**src/rtl/mult_pkg.sv**
```systemverilog
// Shared constants for the iterative HI/LO multiplier.
// FSM encodings and operating-mode codes used by the multiplier and its step logic.
package mult_pkg;

  localparam logic [1:0] ST_IDLE = 2'd0;
  localparam logic [1:0] ST_RUN  = 2'd1;
  localparam logic [1:0] ST_DONE = 2'd2;

  localparam logic MODE_SIGNED   = 1'b1;
  localparam logic MODE_UNSIGNED = 1'b0;

endpackage

```
**src/rtl/booth_step.sv**
```systemverilog
// One multiply iteration: Booth (signed) or add-shift (unsigned) add, then
// a single arithmetic right shift of {acc, q, q_m1}.
module booth_step
  import mult_pkg::*;
#(
  parameter int WIDTH = 32
) (
  input  logic [WIDTH+1:0] acc,
  input  logic [WIDTH-1:0] q,
  input  logic             q_m1,
  input  logic [WIDTH+1:0] m,
  input  logic             signed_op,
  output logic [WIDTH+1:0] acc_nxt,
  output logic [WIDTH-1:0] q_nxt,
  output logic             q_m1_nxt
);

  logic [WIDTH+1:0] sum_s;

  // Select the add/subtract/no-op for this iteration.
  always_comb begin
    sum_s = acc;
    if (signed_op == MODE_SIGNED) begin
      case ({q[0], q_m1})
        2'b01:   sum_s = acc + m;
        2'b10:   sum_s = acc - m;
        default: sum_s = acc;
      endcase
    end else begin
      if (q[0]) begin
        sum_s = acc + m;
      end else begin
        sum_s = acc;
      end
    end
  end

  // Two guard bits keep the MSB a true sign, so replicating it is exact in both modes.
  assign acc_nxt  = {sum_s[WIDTH+1], sum_s[WIDTH+1:1]};
  assign q_nxt    = {sum_s[0], q[WIDTH-1:1]};
  assign q_m1_nxt = q[0];

endmodule

```
**src/rtl/booth_mult_seq.sv**
```systemverilog
// Sequential WIDTH x WIDTH multiplier for MULT/MULTU; one iteration per clock,
// product delivered on hi/lo with a one-cycle ready pulse.
module booth_mult_seq
  import mult_pkg::*;
#(
  parameter int WIDTH = 32
) (
  input  logic             clk,
  input  logic             reset_n,
  input  logic             start,
  input  logic             signed_op,
  input  logic [WIDTH-1:0] a,
  input  logic [WIDTH-1:0] b,
  output logic [WIDTH-1:0] hi,
  output logic [WIDTH-1:0] lo,
  output logic             ready,
  output logic             busy
);

  localparam int CNT_W = $clog2(WIDTH);

  logic [1:0]       state_r;
  logic [1:0]       state_nxt_s;
  logic [CNT_W-1:0] count_r;
  logic [WIDTH+1:0] acc_r;
  logic [WIDTH-1:0] q_r;
  logic             q_m1_r;
  logic [WIDTH+1:0] m_r;
  logic             sop_r;
  logic [WIDTH-1:0] hi_r;
  logic [WIDTH-1:0] lo_r;
  logic             ready_r;
  logic             busy_r;

  logic             load_s;
  logic             last_s;
  logic [WIDTH+1:0] m_ext_s;
  logic [WIDTH+1:0] acc_nxt_s;
  logic [WIDTH-1:0] q_nxt_s;
  logic             q_m1_nxt_s;

  assign last_s  = (count_r == CNT_W'(WIDTH - 1));
  assign m_ext_s = (signed_op == MODE_SIGNED) ? {{2{a[WIDTH-1]}}, a} : {2'b00, a};

  booth_step #(.WIDTH(WIDTH)) u_step (
    .acc       (acc_r),
    .q         (q_r),
    .q_m1      (q_m1_r),
    .m         (m_r),
    .signed_op (sop_r),
    .acc_nxt   (acc_nxt_s),
    .q_nxt     (q_nxt_s),
    .q_m1_nxt  (q_m1_nxt_s)
  );

  // Next-state logic; start is only honoured from IDLE or DONE.
  always_comb begin
    state_nxt_s = state_r;
    load_s      = 1'b0;
    case (state_r)
      ST_IDLE: begin
        if (start) begin
          state_nxt_s = ST_RUN;
          load_s      = 1'b1;
        end else begin
          state_nxt_s = ST_IDLE;
        end
      end
      ST_RUN: begin
        if (last_s) begin
          state_nxt_s = ST_DONE;
        end else begin
          state_nxt_s = ST_RUN;
        end
      end
      ST_DONE: begin
        if (start) begin
          state_nxt_s = ST_RUN;
          load_s      = 1'b1;
        end else begin
          state_nxt_s = ST_IDLE;
        end
      end
      default: begin
        state_nxt_s = ST_IDLE;
      end
    endcase
  end

  // FSM state and the registered status flags derived from the next state.
  always_ff @(posedge clk or negedge reset_n) begin
    if (!reset_n) begin
      state_r <= ST_IDLE;
      ready_r <= 1'b0;
      busy_r  <= 1'b0;
    end else begin
      state_r <= state_nxt_s;
      ready_r <= (state_nxt_s == ST_DONE);
      busy_r  <= (state_nxt_s == ST_RUN);
    end
  end

  // Operand capture, iteration datapath and result registers.
  always_ff @(posedge clk or negedge reset_n) begin
    if (!reset_n) begin
      count_r <= '0;
      acc_r   <= '0;
      q_r     <= '0;
      q_m1_r  <= 1'b0;
      m_r     <= '0;
      sop_r   <= MODE_UNSIGNED;
      hi_r    <= '0;
      lo_r    <= '0;
    end else if (load_s) begin
      count_r <= '0;
      acc_r   <= '0;
      q_r     <= b;
      q_m1_r  <= 1'b0;
      m_r     <= m_ext_s;
      sop_r   <= signed_op;
    end else if (state_r == ST_RUN) begin
      acc_r  <= acc_nxt_s;
      q_r    <= q_nxt_s;
      q_m1_r <= q_m1_nxt_s;
      if (last_s) begin
        hi_r <= acc_nxt_s[WIDTH-1:0];
        lo_r <= q_nxt_s;
      end else begin
        count_r <= count_r + CNT_W'(1);
      end
    end
  end

  assign hi    = hi_r;
  assign lo    = lo_r;
  assign ready = ready_r;
  assign busy  = busy_r;

endmodule

```
**config.mk**
```make
export PLATFORM = sky130hd
export DESIGN_NAME = booth_mult_seq
export DESIGN_NICKNAME = d
export VERILOG_FILES = /design/src/rtl/mult_pkg.sv /design/src/rtl/booth_step.sv /design/src/rtl/booth_mult_seq.sv
export SDC_FILE = /design/constraint.sdc
export NUM_CORES = 1
export LEC_CHECK = 0
export CORE_ASPECT_RATIO = 2
export CORE_MARGIN = 2
export CORE_UTILIZATION = 55
export CTS_CLUSTER_SIZE = 28
export DETAILED_ROUTE_END_ITERATION = 16
export GPL_ROUTABILITY_DRIVEN = 0
export GPL_TIMING_DRIVEN = 1
export PLACE_DENSITY = 0.78
export SETUP_SLACK_MARGIN = 0.05
export SLEW_MARGIN = 20
export SYNTH_ARGS = -nofsm -noshare
export SYNTH_HDL_FRONTEND = slang
export SYNTH_HIERARCHICAL = 1
export SYNTH_SLANG_ARGS = --single-unit
```
**constraint.sdc**
```tcl
create_clock -name clk -period 4.7 [get_ports clk]
set_input_delay 0.94 -clock clk [delete_from_list [all_inputs] [get_ports clk]]
set_output_delay 0.94 -clock clk [all_outputs]
set_load 0.02 [all_outputs]
```
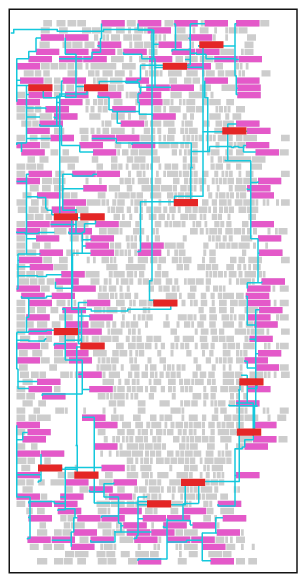
(run_1/clock_map.png)
[red] cells driving clock nets | count: 17
[magenta] flip-flops | count: 174
[cyan] clock wires | length: 2,370 um
routed clock nets: 18
clock skew: 0.0166 ns
Late-Pin Clk Latency: 0.46 ns

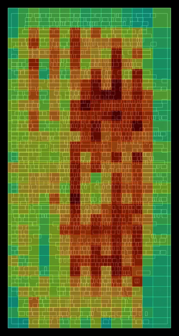
(run_1/final_congestion.png)
met1 GRT Util: 32.1%
routed len/inst: 20.2 um
gr usage total: 29.9%

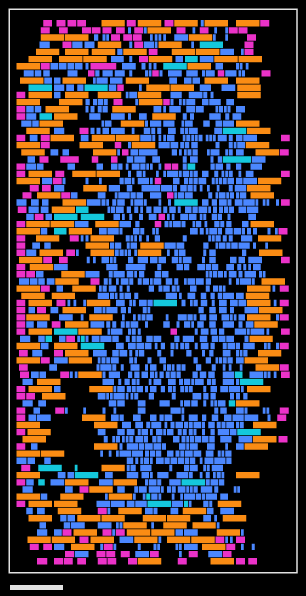
(run_1/cell_classes.png)
Bar = 20 um.
[cyan] clock drivers and dummy loads | cells: 31
[magenta] other buffers and delay cells | cells: 151
[blue] all other logic | cells: 1,037
[orange] flip-flops | cells: 174
Core ar.: 0.0215 mm^2
Final Util: 64.3%
Final Instance Area: 0.0138 mm^2
Seq area share: 31.5%
Cell Rows: 76

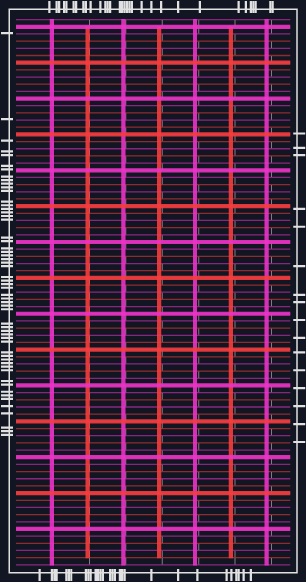
(run_1/pdn.png)
Pins as bars on the die edge. Tap cells in grey.
[red] VDD
[magenta] VSS
met4 straps: 7
tap cells: 273
met1 rails: 77
rows: 76
signal pins: 134
Die Width: 109 um

==> run summary, run 1 <==
flow finished, numbers: Multiplexer share=7.68%, Crit. End Element=flop, EDFF count, synth=0, CP startpoint=acc_r[0], dominant kind of combinational cell=AND-OR/OR-AND gates, WHS Path Cells=1, max-slew headroom at the worst pin=36.1%, worst path bufs/invs=1, CP peak stage delay=0.55 ns, time the worst path needs with I/O delays and setup=4.12 ns, Vias=~10,000, clock sink count=between 150 and 200, worst r2r dst=hi[17], AND-OR/OR-AND Cells, Area Fraction=between 20% and 30%, drt pass-1 iters=9, Worst R2R Start=acc_r[0], status=finished clean, CTS Root Cell=clkbuf_16, Cell area leaders=dfrtp_1 (36%), ha_1 (7.3%), nand2_1 (5.1%), a22o_1 (5.0%), mux2_4 (4.7%), setup TNS=0 ns, fillcell total=1,815, synth-to-layout area growth=14.9%, # resized after CTS=0, met3 wire length=roughly 2000 um, Yosys Warn Count=6, Basic Gates by Area=about an eighth, Reg2Reg Depth=14, adder-cell share of the synthesized area=7.62%, Top Layer Used=met4, initial antenna violation count=0, number of max-cap violations=0, fp_density=55.9%, Distinct cells, synth=78, largest net degree at the start of global routing=100, worst hold endpoint=q_r[7], CP cell instances=ha_1 -> inv_1 -> fa_1 -> o21bai_1 -> a21oi_1 -> o31ai_4 -> a21oi_1 -> o31ai_1 -> a21oi_1 -> o21ai_1 -> xor2_1 -> o211ai_1 -> a22o_1 -> mux2_4, Ant. Diodes=0, Dominant flop cell=dfrtp_1, Hold WS=0.506 ns, most used routing layer=met2, Post-synth top cells=dfrtp_1 (174), nand2_1 (163), a21oi_1 (95), nor2_1 (92), inv_1 (76), Bufs on Longest Clock Path=2, Port Buffers=between 100 and 150, MI comb area=0.00675 mm^2, Total Nets Final=1,521, Area after DPL=between 0.01 and 0.015 mm^2, register area share after synthesis=36.2%, Num CTS Buffers=17, CTS HTree Levels=4, Synth Instances=1,328, first-pass GRT wire length=54,000 um, vias in the first global route=10,700, r2r setup slk=approximately 0.58 ns, YS chip area=approximately 0.012 mm^2, DR vias/cell=6.26, Fin. Hold Viols=0, setup bufs post-CTS=0, hold-fix buffer count after cts=0, drt initial violations=830, fmax=243 MHz, HP Start=q_r[7], placed cell count=1,634, RSZ-0062 raised after global routing=no, post-route clock period utilization=87.7%, Mean Syn Cell Area=a little over 9 um^2, final WL=33,600 um, most instantiated logic cell after routing=dfrtp_1
## run 1: registers in the layout, indices dropped and copies added (netlist names), 2 cells and up
| name | flops |
|---|---|
| acc_r | 34 |
| lo | 32 |
| hi | 32 |
| count_r | 5 |
| state_r | 2 |
| q_r | 32 |
| m_r | 33 |
## run 1: per-stage QoR
stage          utilization (%)  setup WS, ns
6_report                  64.3         0.577
5_1_grt                   64.3         0.346
4_1_cts                   64.1         0.678
3_5_place_dp              61.5         0.722
3_3_place_gp              61.5         0.854
2_1_floorplan                -          1.23
## run 1: cell type report
type,count,share of cell area (%)
multi-input cells,957,48.8
flip-flops and latches,174,31.5
repair buffers,151,10.9
clock buffers,22,3.51
well taps,273,2.47
inverters,80,2.17
clock inverters,9,0.616
==> run_1/registers.png <==
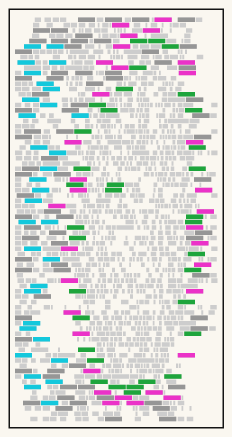

==> run 1 -> run 2 <==
- CORE_UTILIZATION: 55 -> 52
- clock period: 4.7 -> 3.4 ns (I/O delays scaled with it)
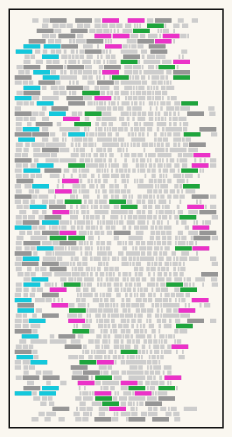
(run_2/registers.png)
[green] acc_r | sequential cells: 34
[magenta] m_r | sequential cells: 33 | where: spread over the die
[cyan] q_r | sequential cells: 32 | where: a column on the left
not coloured: 75
Register Area: 0.00436 mm^2
Seq area share: 28.1%

==> run summary, run 2 <==
flow finished, numbers: drt pass-1 iters=13, tool warning count=between 60 and 70, final WL=~37,000 um, drt initial violations=between 800 and 900, EDFF count, synth=0, Cell area leaders=dfrtp_1 (36%), ha_1 (7.3%), nand2_1 (5.1%), a22o_1 (5.0%), mux2_4 (4.7%), GR Overflow Total=0, Num CTS Buffers=17, Vert. Die Dim=roughly 220 um, Distinct cells, synth=78, YS chip area=0.0120 mm^2, final setup vio count=10, Top-area cell share=~36%, RSZ-0062 raised after global routing=yes, routed len/inst=20.1 um, Post-route DRC=1, pre-CTS WS=-0.157 ns, CP arrival=3.93 ns, Largest regs=acc_r: 34 flops, m_r: 33 flops, Synth Net Count=roughly 1,500, clock sink count=between 150 and 200, Fin. Hold Viols=0, placed cell count=1,777, Ant. Diodes=0, Biggest register=acc_r, Post-synth ARST share=100%, Bufs on Longest Clock Path=2, first-pass GRT wire length=58,000 um, hold-fix buffer count after cts=0, largest net degree at the start of global routing=75, worst path bufs/invs=0, met3 wire length=2240 um, synthesized cell area=0.0120 mm^2, CTS Root Cell=clkbuf_16, register area share after synthesis=36.2%, CTS HTree Levels=4, Vias=roughly 11,000, vias in the first global route=around 12,000, post-route insts no fill=1,828, Setup crit end=hi[27], CP peak stage delay=0.54 ns, gr usage total=about 30%, fmax=279 MHz, Reg2Reg Depth=12, io pins=134, Crit. End Element=flop, max-slew headroom at the worst pin=26.0%, dominant cell type by area after synthesis=dfrtp_1, clock skew=0.0206 ns, crit path launch type=flop, post-route clock period utilization=105%, r2r setup slk=-0.18 ns, Area after DPL=0.0143 mm^2, Worst-path clk slew=approximately 0.070 ns, Levels on crit path=12, failing checks=DRC, setup timing, Late-Pin Clk Latency=0.47 ns, Hold WS=roughly 0.24 ns, Total Nets Final=1,675, worst r2r dst=hi[27], Worst R2R Start=acc_r[13], Tightest Pin Transition=around 1.1 ns, Post-synth top cells=dfrtp_1 (174), nand2_1 (163), a21oi_1 (95), nor2_1 (92), inv_1 (76), fp_density=between 50 and 60%, Top Layout Cells=dfrtp_1 (173), buf_4 (165), nand2_1 (161), Mean Syn Cell Area=~9.1 um^2, delay-heaviest family, CP=AND-OR/OR-AND gates, MI comb area=0.00710 mm^2, fillcell total=~1,700, CP cell instances=ha_1 -> or4_4 -> or3_4 -> nor4_4 -> a31oi_1 -> a21oi_2 -> o21ai_2 -> and2_4 -> a221oi_2 -> a21oi_2 -> a221o_1 -> mux2_4, Critical Path Most Common Cell=a21oi_2, worst setup path class=reg -> reg, Metal-1 WL=12,800 um, initial antenna violation count=0, setup TNS=-0.867 ns, # resized after CTS=19, Final Util=68.0%, Worst path slowest cell=or4_4, synth-to-layout area growth=28.7%, worst-path fanout max=4, CTS tree=done, setup bufs post-CTS=9, DR vias/cell=6.15, Synth Instances=1,328, most instantiated logic cell after routing=dfrtp_1, number of max-cap violations=0, Top Layer Used=met4, Dominant flop cell=dfrtp_1, Yosys Warn Count=6, Port Buffers=approximately 130, Cell Rows=78, Die Width=112 um, time the worst path needs with I/O delays and setup=between 3 and 4 ns, ANT nets after route=0, Die ar.=between 0.02 and 0.025 mm^2, final tally of max-slew violations=0, Largest register FFs=34, final setup margin=-0.185 ns, Final Instance Area=0.0155 mm^2, Core ar.=between 0.02 and 0.025 mm^2, Hold Path Class=in -> async, CP startpoint=acc_r[13], status=finished with violations
-- run 2: final cells by class --
type | count | share of cell area [%]
multi-input combinational | 957 | 45.9
clock inverter | 15 | 1.67
inverter | 80 | 1.94
clock buffer | 17 | 2.75
sequential | 174 | 28.1
tap | 280 | 2.26
timing repair buffer | 305 | 17.4
-- run 2: kinds of logic (layout without fill, tap and decap cells) --
kind of cell	after synthesis	after routing	share of synthesized area, %
compound gates	431	431	25.2
simple gates	347	347	12.7
buf+inv	197	417	7.89
flops	174	174	36.2
fa+ha+maj	72	72	7.62
mux	70	70	7.68
xor+xnor	37	37	2.70
-- run 2: metal layers --
layer | track usage, % | vias to the layer above
met5 | 0 | -
met4 | 21.7 | 0
met3 | 6.16 | 217
met2 | 54.5 | 528
met1 | 29.2 | 5380
li1 | - | 5120
